<file path="config.mk">
export PLATFORM = sky130hd
export DESIGN_NAME = instr_loader
export DESIGN_NICKNAME = d
export VERILOG_FILES = /design/src/rtl/instr_loader_pkg.sv /design/src/rtl/instr_loader.sv
export SDC_FILE = /design/constraint.sdc
export NUM_CORES = 1
export LEC_CHECK = 0
export CORE_UTILIZATION = 40
export CTS_CLUSTER_SIZE = 30
export DETAILED_ROUTE_END_ITERATION = 12
export GPL_TIMING_DRIVEN = 1
export PLACE_DENSITY = 0.76
export SYNTH_ARGS = -nofsm -noshare
export SYNTH_HDL_FRONTEND = slang
export SYNTH_SLANG_ARGS = --single-unit
</file>
<file path="constraint.sdc">
create_clock -name clock -period 1.8 [get_ports clock]
set_input_delay 0.27 -clock clock [delete_from_list [all_inputs] [get_ports clock]]
set_output_delay 0.27 -clock clock [all_outputs]
set_load 0.02 [all_outputs]
</file>
<file path="src/rtl/instr_loader_pkg.sv">
// Shared types and constants for the boot-time instruction loader.
package instr_loader_pkg;

    typedef enum logic [2:0] {
        ST_HDR,
        ST_HI,
        ST_LO,
        ST_WR,
        ST_CHK,
        ST_RUN,
        ST_ERR
    } state_t;

    localparam int INSTR_BYTES      = 2;
    localparam bit N_ZERO_MEANS_MAX = 1'b1;

endpackage

</file>
<file path="src/rtl/instr_loader.sv">
// Boot loader: assembles big-endian words from a byte stream into imem,
// verifies an XOR checksum, then releases the processor.
module instr_loader
    import instr_loader_pkg::*;
#(
    parameter int ADDR_W  = 8,
    parameter int INSTR_W = 8 * INSTR_BYTES
) (
    input  logic                clock,
    input  logic                reset,
    input  logic                rx_valid,
    input  logic [7:0]          rx_data,
    output logic                rx_ready,
    input  logic                load_req,
    output logic                imem_we,
    output logic [ADDR_W-1:0]   imem_addr,
    output logic [INSTR_W-1:0]  imem_wdata,
    output logic                cpu_run,
    output logic                load_done,
    output logic                load_error,
    output logic [ADDR_W:0]     word_count
);

    state_t               r_state;
    logic [ADDR_W:0]      r_n;
    logic [ADDR_W:0]      r_wcount;
    logic [ADDR_W-1:0]    r_ptr;
    logic [7:0]           r_csum;
    logic [7:0]           r_hi;
    logic                 r_rdy;
    logic                 r_we;
    logic [ADDR_W-1:0]    r_addr;
    logic [INSTR_W-1:0]   r_wdata;
    logic                 r_run;
    logic                 r_done;
    logic                 r_err;

    logic                 w_take;
    logic [ADDR_W:0]      w_hdr_n;
    logic [ADDR_W:0]      w_wcount_nxt;

    assign w_take       = rx_valid && r_rdy;
    assign w_wcount_nxt = r_wcount + {{ADDR_W{1'b0}}, 1'b1};

    // A zero header encodes a full memory image of 2^ADDR_W words.
    assign w_hdr_n = (N_ZERO_MEANS_MAX && rx_data == 8'd0)
                   ? {1'b1, {ADDR_W{1'b0}}}
                   : (ADDR_W+1)'(rx_data);

    always_ff @(posedge clock or negedge reset) begin
        if (!reset) begin
            r_state  <= ST_HDR;
            r_n      <= '0;
            r_wcount <= '0;
            r_ptr    <= '0;
            r_csum   <= '0;
            r_hi     <= '0;
            r_rdy    <= 1'b1;
            r_we     <= 1'b0;
            r_addr   <= '0;
            r_wdata  <= '0;
            r_run    <= 1'b0;
            r_done   <= 1'b0;
            r_err    <= 1'b0;
        end else begin
            r_we <= 1'b0;
            unique case (r_state)
                ST_HDR: begin
                    if (w_take) begin
                        r_n     <= w_hdr_n;
                        r_state <= ST_HI;
                    end
                end
                ST_HI: begin
                    if (w_take) begin
                        r_hi    <= rx_data;
                        r_csum  <= r_csum ^ rx_data;
                        r_state <= ST_LO;
                    end
                end
                ST_LO: begin
                    if (w_take) begin
                        r_csum  <= r_csum ^ rx_data;
                        r_we    <= 1'b1;
                        r_addr  <= r_ptr;
                        r_wdata <= INSTR_W'({r_hi, rx_data});
                        r_rdy   <= 1'b0;
                        r_state <= ST_WR;
                    end
                end
                ST_WR: begin
                    r_ptr    <= r_ptr + {{(ADDR_W-1){1'b0}}, 1'b1};
                    r_wcount <= w_wcount_nxt;
                    r_rdy    <= 1'b1;
                    r_state  <= (w_wcount_nxt == r_n) ? ST_CHK : ST_HI;
                end
                ST_CHK: begin
                    if (w_take) begin
                        r_rdy <= 1'b0;
                        if (rx_data == r_csum) begin
                            r_run   <= 1'b1;
                            r_done  <= 1'b1;
                            r_state <= ST_RUN;
                        end else begin
                            r_err   <= 1'b1;
                            r_state <= ST_ERR;
                        end
                    end
                end
                ST_RUN, ST_ERR: begin
                    if (load_req) begin
                        r_ptr    <= '0;
                        r_wcount <= '0;
                        r_csum   <= '0;
                        r_run    <= 1'b0;
                        r_done   <= 1'b0;
                        r_err    <= 1'b0;
                        r_rdy    <= 1'b1;
                        r_state  <= ST_HDR;
                    end
                end
                default: begin
                    r_rdy   <= 1'b1;
                    r_state <= ST_HDR;
                end
            endcase
        end
    end

    assign rx_ready   = r_rdy;
    assign imem_we    = r_we;
    assign imem_addr  = r_addr;
    assign imem_wdata = r_wdata;
    assign cpu_run    = r_run;
    assign load_done  = r_done;
    assign load_error = r_err;
    assign word_count = r_wcount;

endmodule

</file>
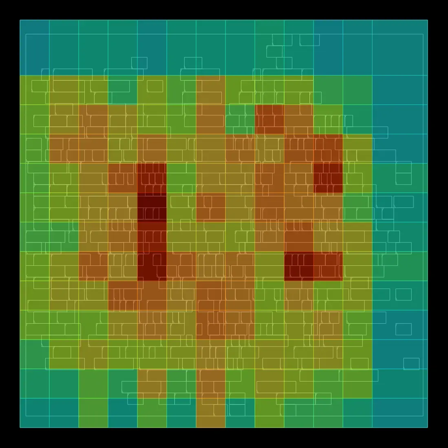
run_1/congestion_map.png
drt wl/cell: 16.1 µm
met3 usage in global routing: 0.0474
GRT Max-Usage Layer: met2

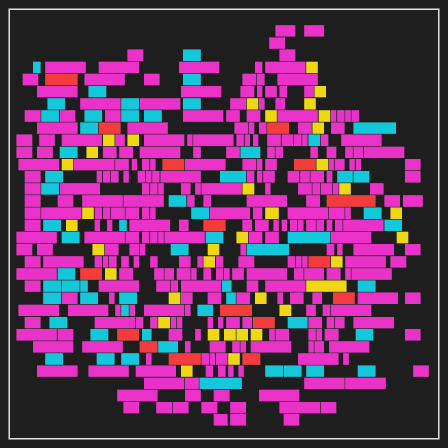
run_1/sizing.png
colour	size	cells	share	most used
magenta	x1 and smaller	306	74%	dfrtp_1
red	x6 and larger	16	3.8%	clkbuf_8
yellow	x3 and x4	36	8.7%	buf_4
cyan	x2	58	14%	mux2_2
final worst slack: 0.0514 ns
area grow syn2layout: 31.8%

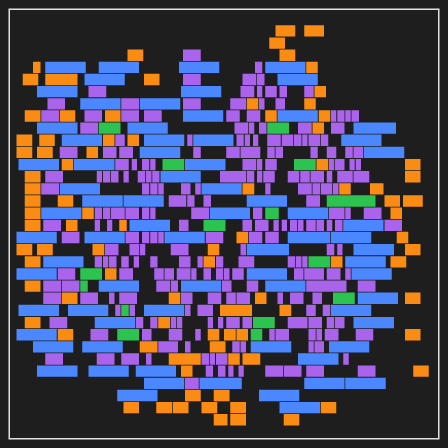
run_1/class_map.png
colour	class	cells
blue	registers	73
green	clock drivers and dummy loads	15
purple	remaining logic cells	239
orange	remaining buffers and delay cells	89

[run 1: Yosys cell counts, drive strengths merged (2+ instances only)]
master,number,area [µm²]
a21bo,2,20.0
a21oi,7,35.0
a31oi,3,18.8
and3,3,20.0
and4,2,17.5
buf,10,55.1
clkbuf,7,26.3
dfrtp,72,1800
ha,2,25.0
inv,4,15.0
mux2,39,439
mux2i,2,20.0
nand2,37,139
nand3,7,40.0
nand3b,3,22.5
nand4,7,43.8
nor2,25,93.8
nor3,2,10.0
nor3b,4,35.0
nor4,4,25.0
o211ai,2,15.0
o21ai,38,190
o22a,2,17.5
o22ai,2,12.5
o31ai,2,15.0
or3,2,12.5
xnor2,19,166
xor2,6,52.6
[run 1: sequential cells by signal, indices dropped and copies added (netlist names)]
name        count
load_done       1
r_state         3
r_ptr           8
r_n             9
r_hi            8
load_error      1
imem_wdata     16
r_csum          8
imem_we         1
imem_addr       8
rx_ready        1
word_count      9
[run 1: what timing repair did]
action,CTS,global route
endpoints found under the setup margin,4,44
cloned,0,1
hold endpoints to repair,72,0
hold buffers,1,0
resized,5,13
pin swaps,0,2
buffers inserted,0,3
[run 1: final timing paths]
| path | from | end | slack [ns] | cells after the start |
|---|---|---|---|---|
| worst max-delay path | word_count[1] | r_state[2] | 0.05 | 6 |
| worst min-delay path | reset | imem_wdata[12] | 0.45 | 3 |
| worst max register to register | word_count[1] | r_state[2] | 0.05 | 6 |
| worst min register to register | r_hi[7] | imem_wdata[15] | 0.50 | 1 |
| max in group asynchronous | reset | rx_ready | 0.99 | 3 |
| min in group clock | r_hi[7] | imem_wdata[15] | 0.50 | 1 |
[run 1: metal layers]
metal	GRT usage	wire, µm	vias to the layer above
met1	0.254	3710	1380
met5	0	0	-
met4	0.0697	102	0
li1	-	-	1333
met3	0.0474	418	11
met2	0.313	4150	83
==> impl_metrics.json, run 1 <==
{
  "outcome": "completed",
  "drive_gt1_frac": 0.264,
  "ys_sh_mux": 0.130,
  "rsz0062_at_grt": "yes",
  "tns_ns": 0,
  "p_leak_nw": 1.99,
  "fp_util": 0.420,
  "logic_family": "simple AND/OR/NAND/NOR gates",
  "clock_skew_ns": 0.00560,
  "pg_seq_mw": 2.92,
  "grt_use_total": 0.194,
  "synthAoiAreaFrac": 0.109,
  "overflow": 0,
  "adder_share": 0.00711,
  "fmax_ghz": 0.572,
  "seq-cell-share": 0.395,
  "synthFlopType": "dfrtp_1",
  "logic_gate_count": 235,
  "synth-edff-count": 0,
  "drt_iter0_markers": 156,
  "pg_clk_mw": 1.29,
  "viasPerCell": 5.39,
  "maxSlewHeadroom": 0.673,
  "syn_area_um2": 3520,
  "finalPower_mw": 7.83,
  "power_leader": "combinational logic",
  "nWellTaps": 105,
  "warnings": 27,
  "hpwl_um": 5560,
  "buf_share": 0.180,
  "logic_area_um2": 1630,
  "seq_area_um2": 1830,
  "finalHoldViolCount": 0,
  "buffers": 89,
  "h-tree-depth": 3,
  "postSynthAreaPerCell_um2": 10.7,
  "critPathCaptureType": "flip-flop",
  "final_cells": 521,
  "grt_pass1_vias": 2725,
  "io-pin-count": 50,
  "clkLatencyLatePin_ns": 0.35,
  "crit_arrival_ns": 2.04,
  "crit_fanout": 5,
  "largest_cell_class": "flip-flops and latches",
  "grt_antenna_before_repair": 0,
  "pwr-share-seq": 0.372,
  "core_area_um2": 8380,
  "synth_seq_share": 0.519,
  "synth-xor-area-share": 0.0622,
  "worst-endpoint-required_ns": 2.09,
  "grt_max_degree": 74,
  "ys_chip_area_um2": 3520,
  "inverters": 4,
  "tritoncts": "built",
  "dieArea_um2": 9180,
  "crit_chain": "buf_4, nand3_2, or3_1, a211o_1, a31oi_1, a21bo_1",
  "num-fill-cells": 719,
  "synth_cells": 329,
  "gp_congestion": 0.894,
  "ff_count": 73,
  "critical-path-top-delay-family": "AND-OR/OR-AND gates",
  "grt_first_pass_wirelength_um": 13400,
  "synth.distinct_cells": 47,
  "rows": 33,
  "power.internal_mw": 4.87,
  "comb_power_share": 0.463,
  "antenna_left": 0
}
==> run 2, diff against run 1 <==
- CORE_UTILIZATION: 40 -> 49
- PLACE_DENSITY: 0.76 -> 0.88
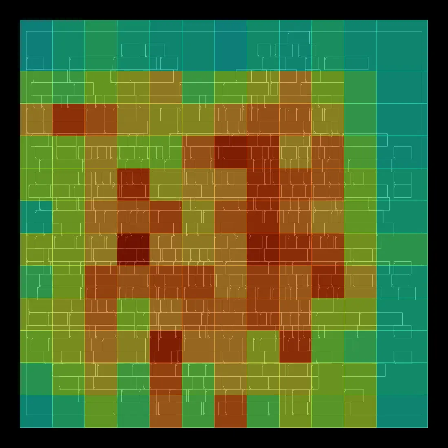
run_2/congestion_map.png
met3 usage in global routing: 0.0400
Layout Utilization: 0.672
drt wl/cell: 16.1 µm
met1 usage: 0.294

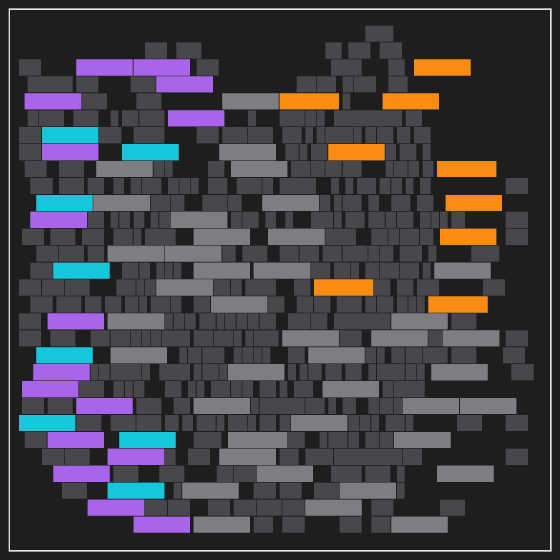
run_2/ff_map.png
Other sequential cells in the stronger grey, the rest of the logic in the fainter grey.
colour	signal	placed flops
orange	word_count	9
purple	imem_wdata	16
cyan	r_hi	8
fraction of area in registers: 0.397
register area: 1830 µm²
Seq power: 2.93 mW

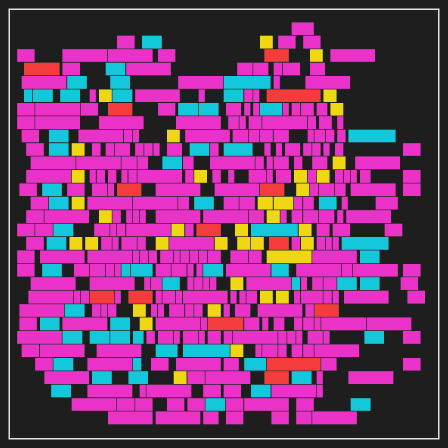
run_2/sizing.png
colour	size	cells	share	most used
cyan	x2	57	14%	mux2_2
magenta	x1 and smaller	306	74%	dfrtp_1
red	x6 and larger	14	3.4%	clkbuf_8
yellow	x3 and x4	37	8.9%	buf_4
Non-CTS buffers: 87
cell area after layout: 4620 µm²
area grow syn2layout: 31.2%
final worst slack: 0.0190 ns

==> impl_metrics.json, run 2 <==
{
  "outcome": "completed",
  "logic_area_um2": 1640,
  "crit_chain": "ha_4, xor2_1, nor2_1, o211ai_1, nor4_2, buf_4, o211ai_1",
  "fp_nets": 343,
  "gp_congestion": 0.876,
  "p_leak_nw": 1.96,
  "tritoncts": "built",
  "synthFlopType": "dfrtp_1",
  "drt_iter0_markers": 179,
  "grt_use_total": 0.233,
  "met2_usage": 0.392,
  "top_cell_area_share": 0.512,
  "io-pin-count": 50,
  "yosys_warnings": 0,
  "drive_gt1_frac": 0.261,
  "comb_power_share": 0.454,
  "pwr-share-seq": 0.370,
  "grt_max_degree": 74,
  "h-tree-depth": 3,
  "slowest_delay_ns": 0.45,
  "wl_met3_um": 395,
  "dieArea_um2": 7530,
  "largest_reg_flops": 16,
  "simple_gate_area_frac": 0.144,
  "finalHoldViolCount": 0,
  "antenna_left": 0,
  "rsz0062_at_grt": "yes",
  "crit_type": "flip-flop to flip-flop",
  "postCtsSetupBuffers": 0,
  "fp_util": 0.512,
  "ys.flops": 73,
  "synth-edff-count": 0,
  "hold_path.class": "input pin to async pin",
  "synth.most_common_cell": "dfrtp_1",
  "pg_clk_mw": 1.39,
  "finalSetupViolCount": 0,
  "synth.distinct_cells": 47,
  "top_layer": "met4",
  "netlist.top_cell.by_area": "dfrtp_1",
  "ys_chip_area_um2": 3520,
  "met1_length_um": 3410,
  "final_cells": 510,
  "cp-start-kind": "flip-flop",
  "adder_share": 0.00711,
  "power_leader": "combinational logic",
  "clock_skew_ns": 0.00576,
  "critPathCaptureType": "flip-flop",
  "overflow": 0,
  "finalPower_mw": 7.92,
  "power.internal_mw": 4.95,
  "fin_crit_sh": 0.989,
  "core_area_um2": 6870,
  "cts_hold_buf": 1,
  "syn_area_um2": 3520,
  "clkLatencyLatePin_ns": 0.35,
  "cp_common_cell": "o211ai_1",
  "logic_family": "simple AND/OR/NAND/NOR gates",
  "synthTopCellsByCount": "dfrtp_1, mux2_2, o21ai_0",
  "viasPerCell": 5.61,
  "synthAoiAreaFrac": 0.109,
  "synth_cells": 329,
  "worst-endpoint-required_ns": 2.01,
  "num-fill-cells": 514,
  "fmax_ghz": 0.561,
  "crit_fanout": 3,
  "rows": 30,
  "maxSlewHeadroom": 0.744,
  "synth_seq_share": 0.519,
  "hpwl_um": 5460,
  "topCellsByArea": "dfrtp_1, mux2_2, o21ai_0",
  "synth-xor-area-share": 0.0622,
  "ys_sh_mux": 0.130,
  "grt_pass1_vias": 2851,
  "grt_first_pass_wirelength_um": 13400,
  "critical-path-top-delay-family": "flip-flops",
  "whs_ns": 0.469,
  "dr.pass1.iters": 5,
  "cts_resized": 3,
  "postSynthAreaPerCell_um2": 10.7,
  "crit_arrival_ns": 1.99,
  "grt-busiest-layer": "met2",
  "warnings": 28,
  "grt_antenna_before_repair": 0,
  "met2_length_um": 4180
}
## run 2: netlist changes by cell type in the layout (fill, tap and decap cells not counted), sizes merged
cell	delta
bufinv	+1
buf	-2
dlygate4sd2	-1
clkinv	+1
clkdlybuf4s50	+2
clkinvlp	-1
clkbuf	-1
dlymetal6s2s	-1
## run 2: worst min-delay path, stage by stage
cell and delay (ns):
dlygate4sd3_1 0.52, buf_2 0.12, buf_12 0.32
## run 2: worst paths after layout
check / start / endpoint / slack (ns) / cells past startpoint
setup / recovery: word_count[0] / r_state[0] / 0.02 / 7
hold / removal: reset / imem_wdata[4] / 0.47 / 3
setup reg to reg: word_count[0] / r_state[0] / 0.02 / 7
hold reg to reg: imem_addr[5] / imem_addr[5] / 0.51 / 1
max in group asynchronous: reset / rx_ready / 0.98 / 3
min in group clock: imem_addr[5] / imem_addr[5] / 0.51 / 1
## run 2: area by class of cell
cell class                      count  area share
Sequential cell                    73       0.397
Multi-Input combinational cell    235       0.354
Timing Repair Buffer               87       0.174
Clock buffer                        9      0.0268
Tap cell                           96      0.0260
Clock inverter                      6      0.0182
Inverter                            4     0.00325
## run 2: logic make-up (layout without fill, tap and decap cells)
kind of cell | after synthesis | after routing
AND-OR/OR-AND | 65 | 65
XOR/XNOR | 25 | 25
adder cells (fa/ha/maj) | 2 | 2
buffers and inverters | 21 | 106
flip-flops | 73 | 73
multiplexers | 41 | 41
AND/OR/NAND/NOR | 102 | 102
## run 2: through the flow
stage	worst slack [ns]	instance area, µm²	TNS, ns	utilization
after floorplan	0.000147	3520	0	-
after global placement	-0.0520	4330	-1.31	0.631
after detailed placement	-0.155	4330	-3.94	0.631
after CTS	-0.0296	4560	-0.0296	0.663
after global routing	-0.0742	4620	-0.0838	0.672
final	0.0190	4620	0	0.672
==> run 3, diff against run 2 <==
- CORE_UTILIZATION: 49 -> 50
- CTS_CLUSTER_DIAMETER: default -> 50
- PLACE_DENSITY: 0.88 -> 0.86
- clock period: 1.8 -> 2.07 ns (I/O delays scaled with it)
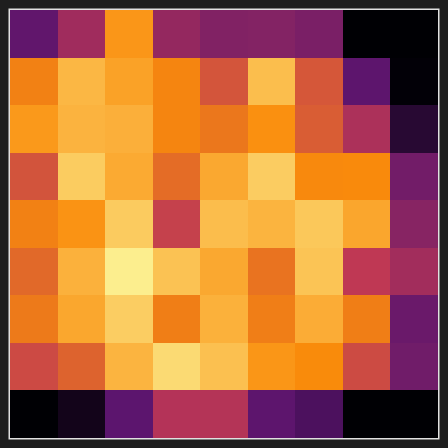
run_3/util_map.png
The die is cut into 9 by 9 equal tiles; black is low, pale yellow is high, 0 to 100% covered.
emptiest ninth of the die	top right
fullest tile	96%
nearly empty tiles	7.4%
mean over tiles	59%
Core Area: 6790 µm²
Layout Utilization: 0.663
Initial Util: 0.518

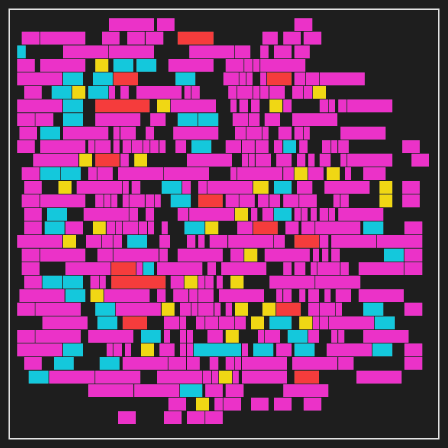
run_3/sizing.png
colour	size	cells	share	most used
cyan	x2	47	12%	mux2_2
yellow	x3 and x4	30	7.4%	buf_4
magenta	x1 and smaller	317	78%	dfrtp_1
red	x6 and larger	13	3.2%	clkbuf_8

==> impl_metrics.json, run 3 <==
{
  "grt_antenna_before_repair": 0,
  "endpoint": "r_state[0]",
  "crit_type": "flip-flop to flip-flop",
  "lay_top_count": "dfrtp_1",
  "warnings": 26,
  "reg2reg_slack_ns": 0.15,
  "overflow": 0,
  "dieArea_um2": 7380,
  "synth-edff-count": 0,
  "grt_max_degree": 34,
  "antenna_left": 0,
  "ys_chip_area_um2": 3520,
  "die_h_um": 85.9,
  "postCtsSetupBuffers": 0,
  "fp.dieW_um": 85.9,
  "num_vias": 2827,
  "p_leak_nw": 1.88,
  "synthFlopType": "dfrtp_1",
  "drt_wl_total_um": 7850,
  "yosys_warnings": 0,
  "hold_path.class": "input pin to async pin",
  "netlist.top_cell.by_area": "dfrtp_1",
  "cts_resized": 0,
  "rows": 30,
  "syn_area_um2": 3520,
  "largest_reg_flops": 16,
  "finalSetupViolCount": 0,
  "synth_cells": 329,
  "clkLatencyLatePin_ns": 0.35,
  "top_cell_area_share": 0.512,
  "synth.distinct_cells": 47,
  "cp-startpoint": "word_count[2]",
  "grt_pass1_vias": 2844,
  "r2r_cells": 6,
  "ys_cells": 329,
  "maxCapViolCount": 0,
  "outcome": "completed",
  "synthTopCellsByCount": "dfrtp_1, mux2_2, o21ai_0",
  "h-tree-depth": 3,
  "synth_seq_share": 0.519,
  "place_inst": 486,
  "dr.pass1.iters": 4,
  "postSynthAreaPerCell_um2": 10.7,
  "rr_endpoint": "r_state[0]",
  "gp_congestion": 0.858,
  "vdd_ir_drop_max_mv": 0.910,
  "r2r_start": "word_count[2]",
  "nNetsFinal": 416,
  "layout_min_cycle_time_ns": 1.92,
  "async_flop_share": 1.00,
  "fmax_ghz": 0.520,
  "clk_pin_slew_ns": 0.08,
  "io-pin-count": 50,
  "grt_first_pass_wirelength_um": 13500,
  "port_buffers": 49,
  "cts_buffers": 9,
  "synth.most_common_cell": "dfrtp_1",
  "crit_fanout": 12,
  "worstMarginPinSlew_ns": 0.491,
  "logic_area_um2": 1600,
  "crit_chain": "and3_2, xnor2_1, mux2i_1, nor4_1, buf_4, o211ai_1",
  "pre_cts_slack_ns": 0.106,
  "maxSlewHeadroom": 0.673,
  "ys.flops": 73,
  "viasPerCell": 5.62,
  "ctsLongestPathBuffers": 2,
  "final_area_um2": 4510,
  "slowest_delay_ns": 0.58,
  "maxSlewViolCount": 0,
  "critPathCaptureType": "flip-flop",
  "finalHoldViolCount": 0,
  "clock_skew_ns": 0.00731,
  "tritoncts": "built",
  "pwr_density_cell_nw_per_um2": 1500,
  "crit_arrival_ns": 2.14,
  "num-fill-cells": 517,
  "topCellsByArea": "dfrtp_1, mux2_2, o21ai_0",
  "drt_iter0_markers": 165,
  "cpMaxStageDelayCell": "dfrtp_1",
  "cts_hold_buf": 1,
  "fp_nets": 343,
  "cp-start-kind": "flip-flop",
  "rsz0062_at_grt": "no",
  "area_growth_syn_to_layout_pct": 28.0,
  "drive_gt1_frac": 0.221,
  "setup_slack_ns": 0.148,
  "dpl_cell_area_um2": 4270,
  "layout_top_cells": "dfrtp_1, clkdlybuf4s50_1, mux2_2",
  "drcViolationCount": 0,
  "hpwl_um": 5440,
  "fin_crit_sh": 0.928,
  "final_cells": 503,
  "worst-endpoint-required_ns": 2.29,
  "seq_area_um2": 1830,
  "num_antenna_cells": 0,
  "cts_root_buf": "clkbuf_8",
  "tns_ns": 0,
  "clock_sinks": 73
}
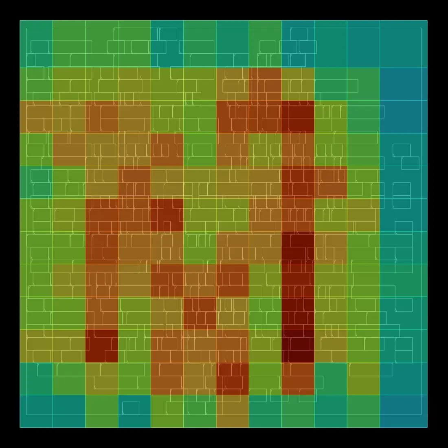
run_3/congestion_map.png
met1 usage: 0.309
met2 Track Usage GR: 0.378
drt wl/cell: 15.6 µm
All-Layer GR Usage: 0.234

## run 3: cell counts after synthesis
Identical to the previous run, type by type.
## run 3: worst max-delay path, delay by kind of cell (launching register included)
| family | cells | cell delay, ns |
|---|---|---|
| simple gates | 2 | 0.67 |
| flops | 1 | 0.58 |
| buf+inv | 1 | 0.18 |
| xor+xnor | 1 | 0.16 |
| mux | 1 | 0.12 |
| compound gates | 1 | 0.08 |
## run 3: area by class of cell
class | instances | area share
Multi-Input combinational cell | 235 | 0.354
Clock buffer | 12 | 0.0322
Sequential cell | 73 | 0.406
Inverter | 4 | 0.00333
Timing Repair Buffer | 79 | 0.161
Tap cell | 96 | 0.0267
Clock inverter | 4 | 0.0169
## run 3: through the flow
stage	hold WS, ns	power (mW)	util
3_5_place_dp	0.299	5.48	0.629
2_1_floorplan	0.0149	4.32	-
4_1_cts	0.462	6.76	0.663
3_3_place_gp	0.286	5.34	0.629
6_report	0.456	6.74	0.663
5_1_grt	0.490	7.16	0.663
## run 3: metal layers
metal	global-route usage	vias up	wire (µm)
met3	0.0520	15	328
li1	-	1309	-
met1	0.309	1417	3480
met5	0	-	0
met4	0.0879	0	141
met2	0.378	86	3900
## run 3: kinds of logic (layout without fill, tap and decap cells)
group           count (synthesis)  after routing  synth area share
xor+xnor                       25             25            0.0622
mux                            41             41             0.130
fa+ha+maj                       2              2           0.00711
flops                          73             73             0.519
compound gates                 65             65             0.109
simple gates                  102            102             0.144
buf+inv                        21             99            0.0274
## run 3: power breakdown
| group | switching, mW | internal (mW) | leakage (nW) |
|---|---|---|---|
| logic | 1.46 | 1.49 | 0.878 |
| clock network | 0.529 | 0.715 | 0.107 |
| registers | 0.509 | 2.04 | 0.899 |
| total | 2.50 | 4.24 | 1.88 |
Power figures rest on the tool's default switching activity, not on a simulated workload.
